===== config.mk =====
export PLATFORM = sky130hd
export DESIGN_NAME = room_occupancy_counter
export DESIGN_NICKNAME = d
export VERILOG_FILES = /design/src/rtl/room_occupancy_counter_pkg.sv /design/src/rtl/room_occupancy_counter_door_fsm.sv /design/src/rtl/room_occupancy_counter.sv
export SDC_FILE = /design/constraint.sdc
export NUM_CORES = 1
export LEC_CHECK = 0
export ABC_AREA = 0
export CAP_MARGIN = 20
export CORE_AREA = 4 4 63 65
export CTS_CLUSTER_SIZE = 8
export DETAILED_ROUTE_END_ITERATION = 10
export DIE_AREA = 0 0 67 69
export PLACE_DENSITY = 0.78
export SLEW_MARGIN = 20
export SYNTH_ARGS = -nofsm -noshare
export SYNTH_HDL_FRONTEND = slang
export SYNTH_SLANG_ARGS = --single-unit
export TNS_END_PERCENT = 5

===== constraint.sdc =====
create_clock -name clk -period 5 [get_ports clk]
set_input_delay 1 -clock clk [delete_from_list [all_inputs] [get_ports clk]]
set_output_delay 1 -clock clk [all_outputs]
set_load 0.05 [all_outputs]

===== src/rtl/room_occupancy_counter_pkg.sv =====
// -----------------------------------------------------------------------------
// room_occupancy_counter_pkg
// Shared definitions for the room occupancy counter:
//   door_state_e  - per-door passage tracker states
//   *_P           - photocell pair codes, pair = {wej, wyj}, 1 = beam clear
// -----------------------------------------------------------------------------
package room_occupancy_counter_pkg;

   typedef enum logic [2:0] {
      IDLE  = 3'd0,
      E1    = 3'd1,   // entry: outer beam broken
      E2    = 3'd2,   // entry: both beams broken
      E3    = 3'd3,   // entry: inner beam broken only
      X1    = 3'd4,   // exit: inner beam broken
      X2    = 3'd5,   // exit: both beams broken
      X3    = 3'd6,   // exit: outer beam broken only
      ABORT = 3'd7    // unexpected pattern; wait for both beams clear
   } door_state_e;

   localparam logic [1:0] IDLE_P  = 2'b11;  // both beams clear
   localparam logic [1:0] OUTER_P = 2'b01;  // outer beam broken only
   localparam logic [1:0] BOTH_P  = 2'b00;  // both beams broken
   localparam logic [1:0] INNER_P = 2'b10;  // inner beam broken only

endpackage : room_occupancy_counter_pkg


===== src/rtl/room_occupancy_counter_door_fsm.sv =====
// -----------------------------------------------------------------------------
// door_fsm
// Tracks one doorway's photocell pair and flags a completed passage.
// Ports:
//   clk  in   clock, rising edge
//   rst  in   synchronous active-high reset
//   wej  in   outer photocell (1 = clear)
//   wyj  in   inner photocell (1 = clear)
//   inc  out  one-cycle Mealy pulse: entry completes this cycle
//   dec  out  one-cycle Mealy pulse: exit completes this cycle
// -----------------------------------------------------------------------------
module door_fsm
   import room_occupancy_counter_pkg::*;
(
   input  logic clk,
   input  logic rst,
   input  logic wej,
   input  logic wyj,
   output logic inc,
   output logic dec
);

   door_state_e state_q, state_d;
   logic [1:0]  p;

   assign p = {wej, wyj};

   // NOTE: sequential state uses non-blocking assignments so every flop
   // samples the pre-edge values regardless of process ordering.
   always_ff @(posedge clk) begin
      if (rst) state_q <= IDLE;
      else     state_q <= state_d;
   end

   // NOTE: every output of this block gets a default first; a path that
   // leaves one unassigned would infer a latch.
   always_comb begin
      state_d = state_q;
      inc     = 1'b0;
      dec     = 1'b0;
      unique case (state_q)
         IDLE: case (p)
            OUTER_P: state_d = E1;
            INNER_P: state_d = X1;
            BOTH_P:  state_d = ABORT;
            default: ;
         endcase
         E1: case (p)
            BOTH_P:  state_d = E2;
            IDLE_P:  state_d = IDLE;
            INNER_P: state_d = ABORT;
            default: ;
         endcase
         E2: case (p)
            INNER_P: state_d = E3;
            OUTER_P: state_d = E1;
            IDLE_P:  state_d = IDLE;
            default: ;
         endcase
         E3: case (p)
            IDLE_P: begin
               state_d = IDLE;
               // A passage cut short by reset must not be counted.
               inc     = ~rst;
            end
            BOTH_P:  state_d = E2;
            OUTER_P: state_d = ABORT;
            default: ;
         endcase
         X1: case (p)
            BOTH_P:  state_d = X2;
            IDLE_P:  state_d = IDLE;
            OUTER_P: state_d = ABORT;
            default: ;
         endcase
         X2: case (p)
            OUTER_P: state_d = X3;
            INNER_P: state_d = X1;
            IDLE_P:  state_d = IDLE;
            default: ;
         endcase
         X3: case (p)
            IDLE_P: begin
               state_d = IDLE;
               dec     = ~rst;
            end
            BOTH_P:  state_d = X2;
            INNER_P: state_d = ABORT;
            default: ;
         endcase
         ABORT: if (p == IDLE_P) state_d = IDLE;
         default: state_d = IDLE;
      endcase
   end

endmodule : door_fsm


===== src/rtl/room_occupancy_counter.sv =====
// -----------------------------------------------------------------------------
// room_occupancy_counter
// Counts people in a room from N_DOORS pairs of photocells.
// Ports:
//   clk    in   clock, rising edge
//   rst    in   synchronous active-high reset
//   wej    in   [N_DOORS] outer photocells (1 = clear)
//   wyj    in   [N_DOORS] inner photocells (1 = clear)
//   clr    in   clears count and sticky flags (door trackers untouched)
//   cnt    out  [CNT_W] current occupancy, saturating
//   full   out  cnt >= CAPACITY
//   empty  out  cnt == 0
//   ovf    out  sticky: count clamped at its maximum
//   unf    out  sticky: count clamped at zero
// -----------------------------------------------------------------------------
module room_occupancy_counter
   import room_occupancy_counter_pkg::*;
#(
   parameter int N_DOORS  = 2,
   parameter int CNT_W    = 8,
   parameter int CAPACITY = 200
) (
   input  logic               clk,
   input  logic               rst,
   input  logic [N_DOORS-1:0] wej,
   input  logic [N_DOORS-1:0] wyj,
   input  logic               clr,
   output logic [CNT_W-1:0]   cnt,
   output logic               full,
   output logic               empty,
   output logic               ovf,
   output logic               unf
);

   localparam int PC_W  = $clog2(N_DOORS + 1);
   localparam int DW    = PC_W + 1;
   // Sum is at least CNT_W+2 bits so neither direction can wrap.
   localparam int SUM_W = (CNT_W + 2 > DW + 1) ? CNT_W + 2 : DW + 1;
   localparam logic signed [SUM_W-1:0] MAX_S =
      {{(SUM_W-CNT_W){1'b0}}, {CNT_W{1'b1}}};

   logic [N_DOORS-1:0]       inc, dec;
   logic [PC_W-1:0]          n_inc, n_dec;
   logic signed [DW-1:0]     delta;
   logic signed [SUM_W-1:0]  delta_ext, cnt_ext, sum;
   logic [CNT_W-1:0]         cnt_q, cnt_d;
   logic                     ovf_q, ovf_d, unf_q, unf_d;

   for (genvar i = 0; i < N_DOORS; i++) begin : g_door
      door_fsm u_door (
         .clk (clk),
         .rst (rst),
         .wej (wej[i]),
         .wyj (wyj[i]),
         .inc (inc[i]),
         .dec (dec[i])
      );
   end

   always_comb begin
      n_inc = '0;
      n_dec = '0;
      for (int i = 0; i < N_DOORS; i++) begin
         n_inc = n_inc + PC_W'(inc[i]);
         n_dec = n_dec + PC_W'(dec[i]);
      end
      // Entries and exits in the same cycle net out before clamping.
      delta     = $signed({1'b0, n_inc}) - $signed({1'b0, n_dec});
      delta_ext = {{(SUM_W-DW){delta[DW-1]}}, delta};
      cnt_ext   = {{(SUM_W-CNT_W){1'b0}}, cnt_q};
      sum       = cnt_ext + delta_ext;

      cnt_d = sum[CNT_W-1:0];
      ovf_d = ovf_q;
      unf_d = unf_q;
      if (sum < 0) begin
         cnt_d = '0;
         unf_d = 1'b1;
      end else if (sum > MAX_S) begin
         cnt_d = '1;
         ovf_d = 1'b1;
      end

      if (clr) begin
         cnt_d = '0;
         ovf_d = 1'b0;
         unf_d = 1'b0;
      end
   end

   // NOTE: only the small count/flag registers are reset; reset is
   // synchronous, so it is simply the highest-priority branch.
   always_ff @(posedge clk) begin
      if (rst) begin
         cnt_q <= '0;
         ovf_q <= 1'b0;
         unf_q <= 1'b0;
      end else begin
         cnt_q <= cnt_d;
         ovf_q <= ovf_d;
         unf_q <= unf_d;
      end
   end

   assign cnt   = cnt_q;
   assign ovf   = ovf_q;
   assign unf   = unf_q;
   assign full  = (cnt_q >= CNT_W'(CAPACITY));
   assign empty = (cnt_q == '0);

endmodule : room_occupancy_counter


==> impl_metrics.json, run 1 <==
{
  "most_frequent_logic_cells_in_the_routed_design": "sky130_fd_sc_hd__ha_1, sky130_fd_sc_hd__clkdlybuf4s50_1, sky130_fd_sc_hd__a21oi_1",
  "grt.total_usage": 0.1923,
  "ir_drop_mv": 0.1905,
  "max_clock_freq_ghz": 0.2179,
  "numCtsBuffers": 3,
  "worst_r2r_endpoint": "cnt[1]$_SDFF_PP0_",
  "tritoncts_clock_tree": "built",
  "drt_wl_total_mm": 4.087,
  "combGateArea_sq_um": 1414,
  "outcome": "finished clean",
  "synth_nets": 260,
  "cts_root_buffer": "sky130_fd_sc_hd__clkbuf_4",
  "final_period_util": 0.9178,
  "max-cap-violations": 0,
  "powerDensity_nw_per_um2": 290.5,
  "synth-adder-area-share": 0.1470,
  "via_per_inst": 5.976,
  "area.sequential_sq_um": 320.3,
  "synth_cell_type_count": 62,
  "buffer_area_frac": 0.1101
}
## run 1: how the worst min path moves through the flow
stage,from,to,cells after the start
2_1_floorplan,g_door[1].u_door.state_q[0]$_SDFFE_PP0P_,g_door[1].u_door.state_q[0]$_SDFFE_PP0P_,3
3_3_place_gp,ovf$_SDFFE_PP0P_,ovf$_SDFFE_PP0P_,2
3_5_place_dp,ovf$_SDFFE_PP0P_,ovf$_SDFFE_PP0P_,2
4_1_cts,ovf$_SDFFE_PP0P_,ovf$_SDFFE_PP0P_,2
5_1_grt,ovf$_SDFFE_PP0P_,ovf$_SDFFE_PP0P_,2
6_report,ovf$_SDFFE_PP0P_,ovf$_SDFFE_PP0P_,2
## run 1: Yosys cell counts (all sizes together), types with 2 or more instances
| cell | instances |
|---|---|
| nor2 | 10 |
| clkbuf | 7 |
| o31ai | 2 |
| nand2 | 14 |
| or4b | 2 |
| o211ai | 5 |
| or3 | 2 |
| inv | 14 |
| a221oi | 2 |
| fa | 2 |
| dfxtp | 16 |
| nand3b | 3 |
| nor3 | 6 |
| o311a | 2 |
| buf | 11 |
| nor2b | 10 |
| mux2i | 6 |
| a211oi | 4 |
| xor2 | 3 |
| o21a | 3 |
| a311oi | 2 |
| ha | 19 |
| nand4 | 2 |
| nand3 | 5 |
| o41ai | 3 |
| or3b | 2 |
| xnor2 | 7 |
| and3 | 2 |
| o21ai | 17 |
| a22oi | 4 |
| o311ai | 2 |
| nor4b | 2 |
| or2 | 2 |
| a21oi | 19 |
## run 1: where the power goes
| group | leakage, nW | internal [mW] | switching, mW |
|---|---|---|---|
| sequential | 0.130 | 0.149 | 0.0822 |
| clock | 0.0210 | 0.0444 | 0.0449 |
| combinational | 0.677 | 0.151 | 0.142 |
| total | 0.828 | 0.345 | 0.269 |
## run 1: per-stage QoR
step | util | hold WS, ps | cell area, sq um | power, mW
after floorplan | - | 653.4 | 1889 | 0.4723
after global placement | 0.6224 | 453.4 | 2077 | 0.5186
after detailed placement | 0.6224 | 451.1 | 2077 | 0.5221
after CTS | 0.6333 | 465.2 | 2113 | 0.6140
after global routing | 0.6333 | 500.8 | 2113 | 0.6681
final | 0.6333 | 465.4 | 2113 | 0.6140
## run 1: worst max-delay path, cell delays in order
cell and delay (ps):
sky130_fd_sc_hd__clkdlybuf4s50_1 510, sky130_fd_sc_hd__nor2b_1 240, sky130_fd_sc_hd__nand4_1 160, sky130_fd_sc_hd__fa_1 580, sky130_fd_sc_hd__ha_1 140, sky130_fd_sc_hd__inv_1 50
sky130_fd_sc_hd__ha_1 310, sky130_fd_sc_hd__fa_1 490, sky130_fd_sc_hd__or4b_4 510, sky130_fd_sc_hd__nand4_2 150, sky130_fd_sc_hd__a21oi_2 90, sky130_fd_sc_hd__a211oi_4 410
sky130_fd_sc_hd__a21oi_1 130
## run 1: cell families after synthesis
logic type | count (synthesis)
mux | 8
simple gates | 71
compound gates | 74
xor+xnor | 10
fa+ha+maj | 21
buf+inv | 32
flops | 16
## run 1: registers in the layout, summed over array words and instances, names as in the netlist
signal	flops
cnt	8
unf	1
ovf	1
g_door.u_door.state_q	6
Run 1, clock network drawn from the DEF:
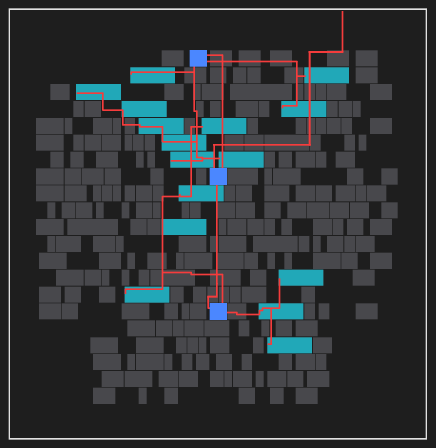
red -> clock wires  # length 260 um
blue -> clock-net drivers  # count 3
cyan -> flip-flops  # count 16
routed clock nets = 4

Run 1, placed standard cells:
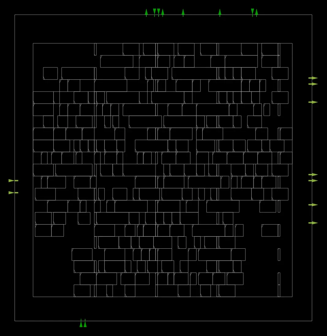
count of sequential standard cells: 16
Seq area share: 0.1516

Run 1, drive-strength map:
Bar = 20 um.
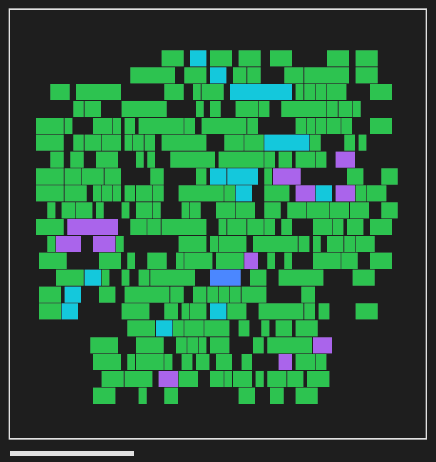
cyan -> x3 and x4  # cells 13
purple -> x2  # cells 11
green -> x1 and smaller  # cells 218
blue -> x6 and larger  # cells 1

==> inputs of run 2 (changes only) <==
- CTS_BUF_LIST: not set -> sky130_fd_sc_hd__clkbuf_4 sky130_fd_sc_hd__clkbuf_8
==> run 2 against run 1 <==
Effect of this change:
- design area did not move
- via count did not move
- sequential power barely moved
- hold slack did not move
- sequential cell count did not move
- largest power group unchanged
- count of clock-buffer cells in the layout did not move
- critical endpoint unchanged
- register-to-register slack barely moved
==> impl_metrics.json, run 2 <==
{
  "outcome": "finished clean",
  "syn-mean-instance-area_sq_um": 8.144,
  "grt.total_usage": 0.1923,
  "cts_root_buffer": "sky130_fd_sc_hd__clkbuf_4",
  "powerDensity_nw_per_um2": 290.5,
  "combGateArea_sq_um": 1414,
  "tritoncts_clock_tree": "built",
  "post-synth-top-count-cell": "sky130_fd_sc_hd__ha_1",
  "grt_setup_unrepaired": "no",
  "max_clock_freq_ghz": 0.2179,
  "ys_top_cells_by_count": "sky130_fd_sc_hd__ha_1, sky130_fd_sc_hd__a21oi_1, sky130_fd_sc_hd__dfxtp_1",
  "i_o_pin_count": 19,
  "drt_wl_total_mm": 4.087,
  "synth_cell_type_count": 62,
  "ir_drop_mv": 0.1905,
  "max-cap-violations": 0,
  "final_net_count": 272,
  "final_period_util": 0.9178,
  "numCtsBuffers": 3,
  "netlist_area_sq_um": 1889,
  "post-place-ws_ps": 85.37,
  "routed-via-count": 1727,
  "place_area_sq_um": 2077,
  "final_core_util": 0.6333,
  "grt_first_pass_wirelength_mm": 7.334,
  "synth_nets": 260,
  "largest_register_ff_count": 8,
  "most_frequent_logic_cells_in_the_routed_design": "sky130_fd_sc_hd__ha_1, sky130_fd_sc_hd__clkdlybuf4s50_1, sky130_fd_sc_hd__a21oi_1",
  "finish.instance_area_sq_um": 2113,
  "io_buffer_count": 18,
  "full_die_area_sq_um": 4623,
  "setup.reg_to_reg.worst_slack_ps": 1010
}
[run 2: final cells by class]
type                    count  share of cell area
inverters                  14             0.02487
repair buffers             25              0.1101
multi-input cells         184              0.6690
flip-flops and latches     16              0.1516
clock buffers               4             0.01717
well taps                  46             0.02724
[run 2: kinds of logic (layout without fill, tap and decap cells)]
family	count (synthesis)	count (layout)	share of synthesized area
fa+ha+maj	21	21	0.1470
compound gates	74	74	0.2841
simple gates	71	71	0.2212
mux	8	8	0.04967
buf+inv	32	43	0.08212
xor+xnor	10	10	0.04636
flops	16	16	0.1695
[run 2: layer usage]
metal / vias up / global-route usage / wire, um
met3: 2 / 0.01461 / 172
li1: 884 / - / -
met1: 804 / 0.2774 / 1933
met5: - / 0 / 0
met2: 37 / 0.2991 / 1966
met4: 0 / 0.06081 / 14
[run 2: per-stage QoR]
stage | total power [mW] | std cells | hold WS [ps]
2_1_floorplan | 0.4723 | 232 | 653.4
4_1_cts | 0.6140 | 289 | 465.2
5_1_grt | 0.6681 | 289 | 500.8
3_5_place_dp | 0.5221 | 285 | 451.1
6_report | 0.6140 | 289 | 465.4
3_3_place_gp | 0.5186 | 285 | 453.4
[run 2: final timing paths]
kind / from / to / cells after the start
worst max-delay path: rst / cnt[1]$_SDFF_PP0_ / 13
worst min-delay path: ovf$_SDFFE_PP0P_ / ovf$_SDFFE_PP0P_ / 2
worst max register to register: g_door[0].u_door.state_q[2]$_SDFFE_PP0P_ / cnt[1]$_SDFF_PP0_ / 13
worst min register to register: ovf$_SDFFE_PP0P_ / ovf$_SDFFE_PP0P_ / 2
[run 2: power by group]
group,internal [mW],total (mW),switching [mW]
registers,0.149,0.232,0.0822
clock network,0.0444,0.0893,0.0449
logic,0.151,0.293,0.142
total,0.345,0.614,0.269
[run 2: worst max-delay path, stage by stage]
cell	delay (ps)
sky130_fd_sc_hd__clkdlybuf4s50_1	510
sky130_fd_sc_hd__nor2b_1	240
sky130_fd_sc_hd__nand4_1	160
sky130_fd_sc_hd__fa_1	580
sky130_fd_sc_hd__ha_1	140
sky130_fd_sc_hd__inv_1	50
sky130_fd_sc_hd__ha_1	310
sky130_fd_sc_hd__fa_1	490
sky130_fd_sc_hd__or4b_4	510
sky130_fd_sc_hd__nand4_2	150
sky130_fd_sc_hd__a21oi_2	90
sky130_fd_sc_hd__a211oi_4	410
sky130_fd_sc_hd__a21oi_1	130
Run 2, placed standard cells:
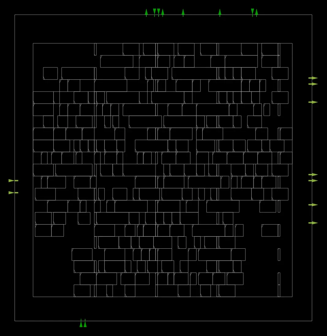
non-filler cells in the finished layout: 289
number of rows created at floorplan: 21
number of filler cells placed in the layout: 292
number of well taps: 46

Run 2, clock network drawn from the DEF:
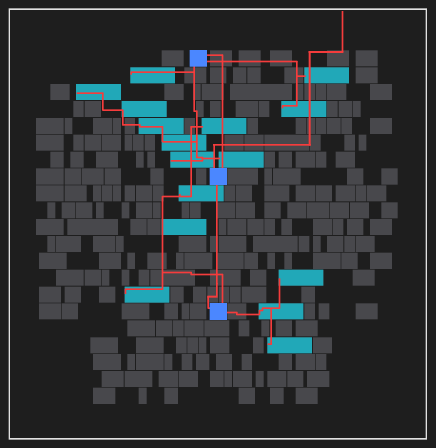
worst-case clock skew: 2.550 ps
clk latency late pin: 290 ps
Clock net power: 0.0893 mW

Run 2, sequential cells coloured by netlist name:
Bar = 20 um. Other sequential cells in the stronger grey, the rest of the logic in the fainter grey.
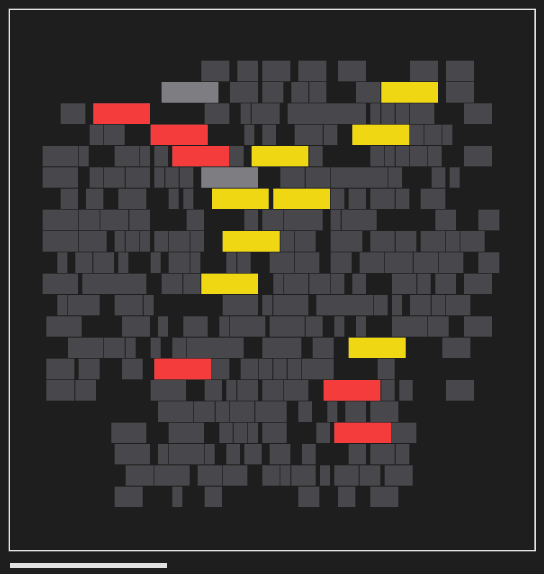
yellow -> `cnt`  # placed flops 8
red -> `g_door.u_door.state_q`  # placed flops 6

==> inputs of run 3 (changes only) <==
- CTS_CLUSTER_DIAMETER: not set -> 80
- CTS_CLUSTER_SIZE: 8 -> not set
- GPL_ROUTABILITY_DRIVEN: not set -> 0
==> run 3 against run 2 <==
Effect of this change:
- wire length is the same
- worst setup slack did not move
- die size stayed put
- clock skew did not move
- register-to-register slack hardly changed
- largest power group unchanged
- via count unchanged
- sequential cell count is the same
- non-clock buffer count did not move
- global-route usage is the same
- largest cell class unchanged
- critical path depth unchanged
==> impl_metrics.json, run 3 <==
{
  "outcome": "finished clean",
  "number_of_global_route_vias_before_repair": 1598,
  "synth_nets": 260,
  "i_o_pin_count": 19,
  "max_clock_freq_ghz": 0.2179,
  "numCtsBuffers": 3,
  "met2_length_mm": 1.966,
  "drt_wl_total_mm": 4.087,
  "switchingPower_mw": 0.2687,
  "post-synth-top-count-cell": "sky130_fd_sc_hd__ha_1",
  "tritoncts_clock_tree": "built",
  "full_die_area_sq_um": 4623,
  "syn-mean-instance-area_sq_um": 8.144,
  "clk_path_buf_depth": 2,
  "final_net_count": 272,
  "clock_insertion_delay_worst_skew_ps": 290,
  "largest_register_ff_count": 8,
  "n_antenna_cell": 0,
  "rows": 21,
  "number_of_enable_type_register_cells_in_the_synthesized_netlist": 0,
  "cts_root_buffer": "sky130_fd_sc_hd__clkbuf_4",
  "sw_frac_of_total": 0.4377,
  "finish.instance_area_sq_um": 2113,
  "grt_setup_unrepaired": "no",
  "uppermost_layer_routed": "met4",
  "asyncSetResetFlopFracSynth": 0,
  "io_buffer_count": 18,
  "grt_first_pass_wirelength_mm": 7.334,
  "p_int_mw": 0.3453,
  "grt.total_usage": 0.1923,
  "ys_top_cells_by_count": "sky130_fd_sc_hd__ha_1, sky130_fd_sc_hd__a21oi_1, sky130_fd_sc_hd__dfxtp_1",
  "synth_cell_type_count": 62,
  "combinational_power_share": 0.477,
  "final_period_util": 0.9178,
  "flow.area_growth_from_synthesis_pct": 11.85,
  "seq_power_share": 0.377,
  "place_area_sq_um": 2077,
  "cts.sink_count": 16,
  "most_frequent_logic_cells_in_the_routed_design": "sky130_fd_sc_hd__ha_1, sky130_fd_sc_hd__clkdlybuf4s50_1, sky130_fd_sc_hd__a21oi_1",
  "ir_drop_mv": 0.1905,
  "powerDensity_nw_per_um2": 290.5,
  "cp.arrival_ps": 4750,
  "grt_antenna_before_repair": 0,
  "netlist_area_sq_um": 1889,
  "max-cap-violations": 0,
  "drt-met1-wl_mm": 1.933,
  "mostFrequentLayoutCell": "sky130_fd_sc_hd__ha_1",
  "fin_skew_ps": 2.550,
  "routed-wl-met3_um": 172
}
-- run 3: power groups by stage --
stage | sequential (mW) | combinational [mW] | clock, mW
finish | 0.232 | 0.293 | 0.0893
global route | 0.244 | 0.327 | 0.0977
CTS | 0.230 | 0.292 | 0.0927
detailed placement | 0.232 | 0.290 | 0
global placement | 0.232 | 0.287 | 0
floorplan | 0.175 | 0.297 | 0
-- run 3: area by class of cell --
| class | instances | area (sq um) |
|---|---|---|
| fillers | 292 | 1224 |
| repair buffers | 25 | 232.7 |
| clock buffers | 4 | 36.28 |
| flip-flops and latches | 16 | 320.3 |
| inverters | 14 | 52.55 |
| well taps | 46 | 57.56 |
| multi-input cells | 184 | 1414 |
-- run 3: layer usage --
metal | up-vias | GRT usage
li1 | 884 | -
met4 | 0 | 0.06081
met3 | 2 | 0.01461
met1 | 804 | 0.2774
met2 | 37 | 0.2991
met5 | - | 0
-- run 3: path summary, 6_finish.rpt --
| kind | cells past startpoint | start | slack [ps] | end |
|---|---|---|---|---|
| max | 13 | rst | 410 | cnt[1]$_SDFF_PP0_ |
| max reg2reg | 13 | g_door[0].u_door.state_q[2]$_SDFFE_PP0P_ | 1010 | cnt[1]$_SDFF_PP0_ |
| min reg2reg | 2 | ovf$_SDFFE_PP0P_ | 470 | ovf$_SDFFE_PP0P_ |
| min | 2 | ovf$_SDFFE_PP0P_ | 470 | ovf$_SDFFE_PP0P_ |
-- run 3: cell families (layout without fill, tap and decap cells) --
group                      after synthesis  in the layout  synth area share
muxes                                    8              8           0.04967
AOI/OAI and AO/OA                       74             74            0.2841
and+or+nand+nor                         71             71            0.2212
buffers and inverters                   32             43           0.08212
DFF                                     16             16            0.1695
xor gates and xnor gates                10             10           0.04636
adders and majority gates               21             21            0.1470
-- run 3: stage by stage --
stage               setup slack [ps]  std cells  total power [mW]  hold slack, ps
finish                         410.9        289            0.6140           465.4
global route                   178.4        289            0.6681           500.8
CTS                            416.7        289            0.6140           465.2
detailed placement             85.37        285            0.5221           451.1
global placement               178.4        285            0.5186           453.4
floorplan                      776.2        232            0.4723           653.4
-- run 3: critical path, cell delays in order --
cell                              delay [ps]
sky130_fd_sc_hd__clkdlybuf4s50_1         510
sky130_fd_sc_hd__nor2b_1                 240
sky130_fd_sc_hd__nand4_1                 160
sky130_fd_sc_hd__fa_1                    580
sky130_fd_sc_hd__ha_1                    140
sky130_fd_sc_hd__inv_1                    50
sky130_fd_sc_hd__ha_1                    310
sky130_fd_sc_hd__fa_1                    490
sky130_fd_sc_hd__or4b_4                  510
sky130_fd_sc_hd__nand4_2                 150
sky130_fd_sc_hd__a21oi_2                  90
sky130_fd_sc_hd__a211oi_4                410
sky130_fd_sc_hd__a21oi_1                 130
Run 3, placed standard cells:
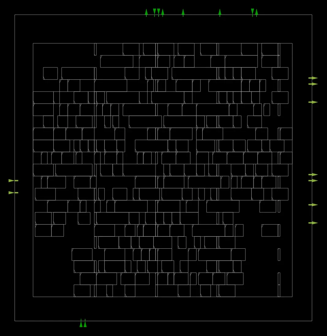
utilization after layout: 0.6333
core outline area: 3337 sq um

Run 3, wiring heat map:
13 x 14 tiles, from dark blue (low) to red (high), scaled to the fullest tile. Values are wire area over tile area, all layers added.
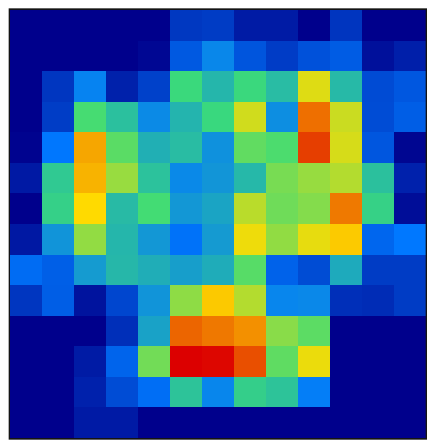
densest ninth of the die = bottom middle
mean over tiles = 0.14
fullest tile = 0.47
nearly empty tiles = 25%
emptiest ninth of the die = bottom left
tiles over half the peak = 23%
DR WL/cell: 14.14 um
via count: 1,727

Run 3, clock network drawn from the DEF:
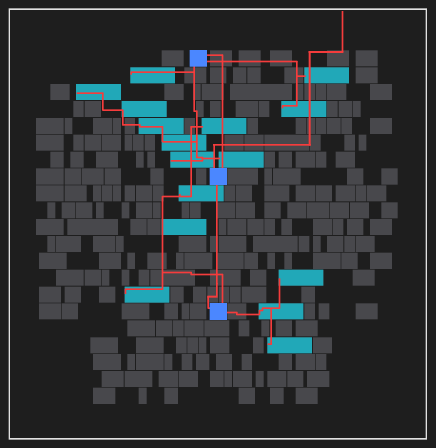
cyan -> flip-flops  # count 16
red -> clock wires  # length 260 um
blue -> clock-net drivers  # count 3
routed clock nets = 4
fraction of power consumed by the clock network: 0.145

No activity file was given, so power comes from the tool's default toggle rates.
